Figure 1. Placed cells, one color a class.
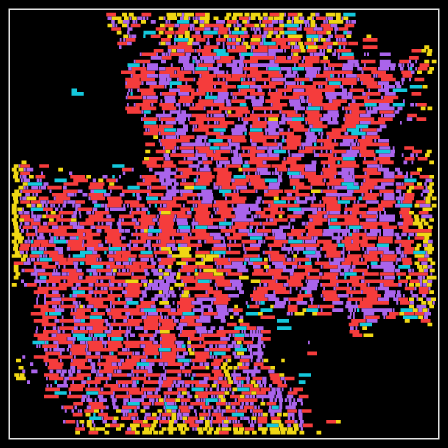
Figure 2. Routing congestion map.
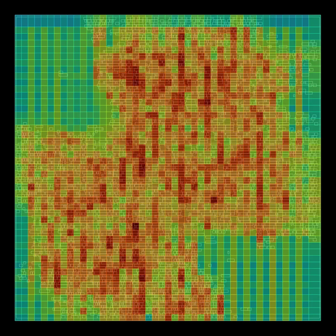
--- src/rtl/pfs_pkg.sv ---
// pfs_pkg: shared FSM state, particle record and boundary limits for particle_frame_sequencer
package pfs_pkg;
    localparam int PW = 16;
    localparam logic signed [PW-1:0] XMAX = 16'sd1000;
    localparam logic signed [PW-1:0] YMAX = 16'sd1000;
    typedef enum logic [2:0] {IDLE, ISSUE, WAIT, WRITE, NEXT, DONE} state_t;
    typedef struct packed {
        logic signed [PW-1:0] x;
        logic signed [PW-1:0] y;
        logic signed [PW-1:0] vx;
        logic signed [PW-1:0] vy;
        logic signed [PW-1:0] ax;
        logic signed [PW-1:0] ay;
    } particle_t;
endpackage

--- src/rtl/pfs_regfile.sv ---
// pfs_regfile: N_PART-entry particle store, one sync write port, combinational FSM read, registered host read
// Ports: clock/reset; we/widx/wdata write; fidx->fdata comb read; hidx->hx,hy,hvx,hvy registered read
module pfs_regfile import pfs_pkg::*; #(
    parameter int N_PART = 8,
    parameter int IDXW   = 3
) (
    input  logic                 clock,
    input  logic                 reset,
    input  logic                 we,
    input  logic [IDXW-1:0]      widx,
    input  particle_t            wdata,
    input  logic [IDXW-1:0]      fidx,
    output particle_t            fdata,
    input  logic [IDXW-1:0]      hidx,
    output logic signed [PW-1:0] hx,
    output logic signed [PW-1:0] hy,
    output logic signed [PW-1:0] hvx,
    output logic signed [PW-1:0] hvy
);
    particle_t mem [N_PART];

    assign fdata = mem[fidx];

    // Indices beyond N_PART (non power-of-two sizes) write nothing and read as zero
    always_ff @(posedge clock) begin
        if (reset) begin
            for (int i = 0; i < N_PART; i++) mem[i] <= '0;
            hx  <= '0;
            hy  <= '0;
            hvx <= '0;
            hvy <= '0;
        end else begin
            if (we && int'(widx) < N_PART) mem[widx] <= wdata;
            hx  <= (int'(hidx) < N_PART) ? mem[hidx].x  : '0;
            hy  <= (int'(hidx) < N_PART) ? mem[hidx].y  : '0;
            hvx <= (int'(hidx) < N_PART) ? mem[hidx].vx : '0;
            hvy <= (int'(hidx) < N_PART) ? mem[hidx].vy : '0;
        end
    end
endmodule

--- src/rtl/particle_frame_sequencer.sv ---
// particle_frame_sequencer: walks all stored particles through update_module once per frame and writes results back
// Ports: clock/reset; start/t_step frame launch; ld_* host load, rd_* host readback of ld_idx (1-cycle latency);
//        upd_* operands + upd_in_rdy to update_module, upd_*new + upd_out_rdy results back;
//        busy, frame_done, frame_cnt, timeout_err status.
// Optional macro BOUNDARY_REFLECT_EN: clamp x/y into [0,XMAX]/[0,YMAX] on write-back and negate the matching velocity.
// W must equal pfs_pkg::PW (the particle record width).
module particle_frame_sequencer import pfs_pkg::*; #(
    parameter int N_PART  = 8,
    parameter int W       = 16,
    parameter int IDXW    = 3,
    parameter int TIMEOUT = 32
) (
    input  logic            clock,
    input  logic            reset,
    input  logic            start,
    input  logic [W-1:0]    t_step,
    input  logic            ld_en,
    input  logic [IDXW-1:0] ld_idx,
    input  logic [W-1:0]    ld_x,
    input  logic [W-1:0]    ld_y,
    input  logic [W-1:0]    ld_vx,
    input  logic [W-1:0]    ld_vy,
    input  logic [W-1:0]    ld_ax,
    input  logic [W-1:0]    ld_ay,
    output logic [W-1:0]    rd_x,
    output logic [W-1:0]    rd_y,
    output logic [W-1:0]    rd_vx,
    output logic [W-1:0]    rd_vy,
    output logic [W-1:0]    upd_x,
    output logic [W-1:0]    upd_y,
    output logic [W-1:0]    upd_vx,
    output logic [W-1:0]    upd_vy,
    output logic [W-1:0]    upd_ax,
    output logic [W-1:0]    upd_ay,
    output logic [W-1:0]    upd_t,
    output logic            upd_in_rdy,
    input  logic [W-1:0]    upd_xnew,
    input  logic [W-1:0]    upd_ynew,
    input  logic [W-1:0]    upd_vxnew,
    input  logic [W-1:0]    upd_vynew,
    input  logic            upd_out_rdy,
    output logic            busy,
    output logic            frame_done,
    output logic [15:0]     frame_cnt,
    output logic            timeout_err
);
    localparam int CW = $clog2(TIMEOUT);

    state_t               state;
    logic [IDXW-1:0]      idx;
    logic [W-1:0]         t_lat;
    logic [CW-1:0]        cnt;
    logic signed [W-1:0]  res_x, res_y, res_vx, res_vy;
    particle_t            cur, wb, ld_p, wdata;
    logic                 we;
    logic [IDXW-1:0]      widx;

    // Host loads only land while idle; a load coinciding with start is written before ISSUE reads it
    always_comb begin
        ld_p  = '{x: ld_x, y: ld_y, vx: ld_vx, vy: ld_vy, ax: ld_ax, ay: ld_ay};
        we    = (state == WRITE) || (state == IDLE && ld_en);
        widx  = (state == WRITE) ? idx : ld_idx;
        wdata = (state == WRITE) ? wb : ld_p;
    end

    pfs_regfile #(.N_PART(N_PART), .IDXW(IDXW)) u_rf (
        .clock (clock),
        .reset (reset),
        .we    (we),
        .widx  (widx),
        .wdata (wdata),
        .fidx  (idx),
        .fdata (cur),
        .hidx  (ld_idx),
        .hx    (rd_x),
        .hy    (rd_y),
        .hvx   (rd_vx),
        .hvy   (rd_vy)
    );

`ifdef BOUNDARY_REFLECT_EN
    logic x_lo, x_hi, y_lo, y_hi;
    always_comb begin
        x_lo  = res_x[W-1];
        x_hi  = res_x > XMAX;
        y_lo  = res_y[W-1];
        y_hi  = res_y > YMAX;
        wb    = cur;
        wb.x  = x_lo ? '0 : (x_hi ? XMAX : res_x);
        wb.vx = (x_lo || x_hi) ? -res_vx : res_vx;
        wb.y  = y_lo ? '0 : (y_hi ? YMAX : res_y);
        wb.vy = (y_lo || y_hi) ? -res_vy : res_vy;
    end
`else
    // Acceleration is carried over from the stored entry; only x,y,vx,vy come back from update_module
    always_comb begin
        wb    = cur;
        wb.x  = res_x;
        wb.y  = res_y;
        wb.vx = res_vx;
        wb.vy = res_vy;
    end
`endif

    always_ff @(posedge clock) begin
        if (reset) begin
            state       <= IDLE;
            idx         <= '0;
            t_lat       <= '0;
            cnt         <= '0;
            res_x       <= '0;
            res_y       <= '0;
            res_vx      <= '0;
            res_vy      <= '0;
            upd_x       <= '0;
            upd_y       <= '0;
            upd_vx      <= '0;
            upd_vy      <= '0;
            upd_ax      <= '0;
            upd_ay      <= '0;
            upd_t       <= '0;
            upd_in_rdy  <= 1'b0;
            busy        <= 1'b0;
            frame_done  <= 1'b0;
            frame_cnt   <= '0;
            timeout_err <= 1'b0;
        end else begin
            frame_done <= 1'b0;
            case (state)
                IDLE: if (start) begin
                    t_lat <= t_step;
                    idx   <= '0;
                    busy  <= 1'b1;
                    state <= ISSUE;
                end
                ISSUE: begin
                    upd_x      <= cur.x;
                    upd_y      <= cur.y;
                    upd_vx     <= cur.vx;
                    upd_vy     <= cur.vy;
                    upd_ax     <= cur.ax;
                    upd_ay     <= cur.ay;
                    upd_t      <= t_lat;
                    upd_in_rdy <= 1'b1;
                    cnt        <= '0;
                    state      <= WAIT;
                end
                // A timed-out particle skips WRITE so its stored state stays as it was
                WAIT: if (upd_out_rdy) begin
                    res_x  <= upd_xnew;
                    res_y  <= upd_ynew;
                    res_vx <= upd_vxnew;
                    res_vy <= upd_vynew;
                    state  <= WRITE;
                end else if (cnt == CW'(TIMEOUT - 1)) begin
                    timeout_err <= 1'b1;
                    state       <= NEXT;
                end else begin
                    cnt <= cnt + CW'(1);
                end
                WRITE: begin
                    upd_in_rdy <= 1'b0;
                    state      <= NEXT;
                end
                NEXT: begin
                    upd_in_rdy <= 1'b0;
                    if (idx == IDXW'(N_PART - 1)) begin
                        frame_done <= 1'b1;
                        state      <= DONE;
                    end else begin
                        idx   <= idx + IDXW'(1);
                        state <= ISSUE;
                    end
                end
                DONE: begin
                    frame_cnt <= frame_cnt + 16'd1;
                    busy      <= 1'b0;
                    state     <= IDLE;
                end
                default: state <= IDLE;
            endcase
        end
    end
endmodule
--- config.mk ---
export PLATFORM = sky130hd
export DESIGN_NAME = particle_frame_sequencer
export DESIGN_NICKNAME = d
export VERILOG_FILES = /design/src/rtl/pfs_pkg.sv /design/src/rtl/pfs_regfile.sv /design/src/rtl/particle_frame_sequencer.sv
export SDC_FILE = /design/constraint.sdc
export NUM_CORES = 2
export LEC_CHECK = 0
export ABC_CLOCK_PERIOD_IN_PS = 5600
export CORE_UTILIZATION = 45
export DETAILED_ROUTE_END_ITERATION = 10
export PLACE_DENSITY = 0.74
export SLEW_MARGIN = 20
export SYNTH_ARGS = -nofsm -noshare
export SYNTH_HDL_FRONTEND = slang
export SYNTH_SLANG_ARGS = --single-unit
export TNS_END_PERCENT = 20
--- constraint.sdc ---
create_clock -name clock -period 5.6 [get_ports clock]
set_input_delay 1.68 -clock clock [delete_from_list [all_inputs] [get_ports clock]]
set_output_delay 1.68 -clock clock [all_outputs]
set_load 0.005 [all_outputs]
==> flow_metrics.py <==
# Metrics from the implementation run
metrics = {
    "placed_design": {
        "io_buffers": 379,
        "placed_cells": 5079,
        "hpwlAfterDp_um": 74710,
    },
    "synthesis": {
        "async_flop_share_pct": 0,
        "synth.cells.most_frequent": "sky130_fd_sc_hd__nor2_1 (915), sky130_fd_sc_hd__edfxtp_1 (768), sky130_fd_sc_hd__mux2i_1 (324)",
        "yosys_cells": 3547,
        "netlist_instances": 3547,
        "post_synth_instance_area_um2": 46400,
        "yosys.cell_count.top_type": "sky130_fd_sc_hd__nor2_1",
        "area_leaders": "sky130_fd_sc_hd__edfxtp_1 (50%), sky130_fd_sc_hd__dfxtp_1 (13%), sky130_fd_sc_hd__mux4_2 (12%)",
    },
    "clock_tree": {
        "clkTransAtPathRegs_ps": 60,
        "cts_inserted_buffers": 109,
        "tritoncts": "built",
        "holdBufCountCts": 0,
        "number_of_buffers_on_the_longest_clock_path": 3,
        "tritoncts_num_sinks": 1058,
        "cts_repair_resize_count": 0,
    },
    "run_status": {
        "run_status": "finished, final reports clean",
    },
    "pwr": {
        "p_switching_mw": 4.496,
        "design_power_total_mw": 18.42,
        "pwr-share-seq_pct": 49.4,
    },
    "final_timing": {
        "final_critical_path_setup_slack_ps": 1508,
        "maximum_clock_rate_mhz": 244.4,
        "max_slew_margin_pct": 20.56,
    },
    "layout": {
        "lay_top_cells": "sky130_fd_sc_hd__nor2_1 (913), sky130_fd_sc_hd__edfxtp_1 (768), sky130_fd_sc_hd__clkdlybuf4s50_1 (375), sky130_fd_sc_hd__mux2i_1 (320), sky130_fd_sc_hd__dfxtp_1 (287)",
    },
    "global_routing": {
        "vias_in_the_first_global_route": 31194,
        "grt-ovfl-total": 0,
        "wire_length_of_the_first_global_routing_pass_um": 192200,
        "antenna_found_initial": 4,
    },
    "worst_setup_path": {
        "worstSetupPathDepth": 6,
        "critical_r2r_launch": "state[2]$_SDFFE_PP0P_",
        "timing.critical_path.fanout_max": 66,
        "kind_of_critical_path": "in -> reg",
    },
    "hold_path": {
        "holdPathStages": 2,
        "hold_path_startpoint": "t_lat[6]$_SDFFE_PP0P_",
    },
    "job": {
        "stage_log_warnings": 30,
        "max_cap_viol_count": 0,
    },
    "routing": {
        "detail_route.iter0.violations": 3046,
        "drt-pass1-iter-count": 7,
        "antenna_left": 0,
    },
    "floorplanning": {
        "floorplan.die.width_um": 323.1,
        "design.core.area_um2": 102000,
    },
}
-- Figure 1 (at the start) --
color	class	cells	share of their area
purple	all other logic	2,214	31%
yellow	other buffers and delay cells	440	8.5%
cyan	clock drivers and dummy loads	207	6.7%
red	flops	1,058	54%
post-layout utilization of the core: 54.24%
count of standard-cell rows: 117
proportion of cell area occupied by registers: 52.19%

-- Figure 2 (at the start) --
per-cell routed wire length: 24.40 um
met2 Use GR: 42.23%
met3 Usage GRT: 4.508%
busiest metal layer after global routing: met2

-- final cells by class --
cell class              count  area [um2]
inverters                   5       18.77
well taps                1368        1712
clock buffers             160        3100
repair buffers            440        4554
diodes                      1       2.502
clock inverters            47       467.9
flip-flops and latches   1058       28880
multi-input cells        2209       16600
fillers                  8306       46690
-- metal layers --
layer | global-route usage [%] | wire [um] | vias to the layer above | share of wire [%]
li1 | - | - | 13605 | -
met1 | 30.75 | 48890 | 15597 | 38
met2 | 42.23 | 64530 | 1536 | 50
met3 | 4.508 | 11180 | 228 | 8.7
met4 | 9.289 | 4406 | 4 | 3.4
met5 | 0 | 27 | - | 0.021
-- power groups by stage --
stage,clock network [mW],logic [mW],registers [mW]
global placement,0,2.05,9.23
finish,7.26,2.07,9.10
CTS,7.33,2.08,9.09
global route,7.65,2.22,9.14
detailed placement,0,2.07,9.26
floorplan,0,1.13,9.21
-- how the worst max path moves through the flow --
stage,startpoint,to,slack [ps]
2_1_floorplan,ld_en,u_rf.mem[0][0]$_SDFFCE_PN0P_,-110
3_3_place_gp,ld_idx[1],u_rf.mem[4][76]$_SDFFCE_PN0P_,830
3_5_place_dp,ld_idx[2],u_rf.mem[2][80]$_SDFFCE_PN0P_,760
4_1_cts,ld_idx[2],u_rf.mem[2][86]$_SDFFCE_PN0P_,1490
5_1_grt,ld_idx[0],u_rf.mem[6][66]$_SDFFCE_PN0P_,1410
6_report,ld_idx[2],u_rf.mem[3][65]$_SDFFCE_PN0P_,1510
-- cells by family after synthesis --
| kind of cell | after synthesis | synth area share (%) |
|---|---|---|
| mux | 584 | 19.51 |
| compound gates | 324 | 4.387 |
| xor+xnor | 8 | 0.1510 |
| fa+ha+maj | 5 | 0.1348 |
| simple gates | 1288 | 11.19 |
| flops | 1058 | 62.21 |
| buf+inv | 280 | 2.411 |
Power is estimated from default activity; no workload was simulated.
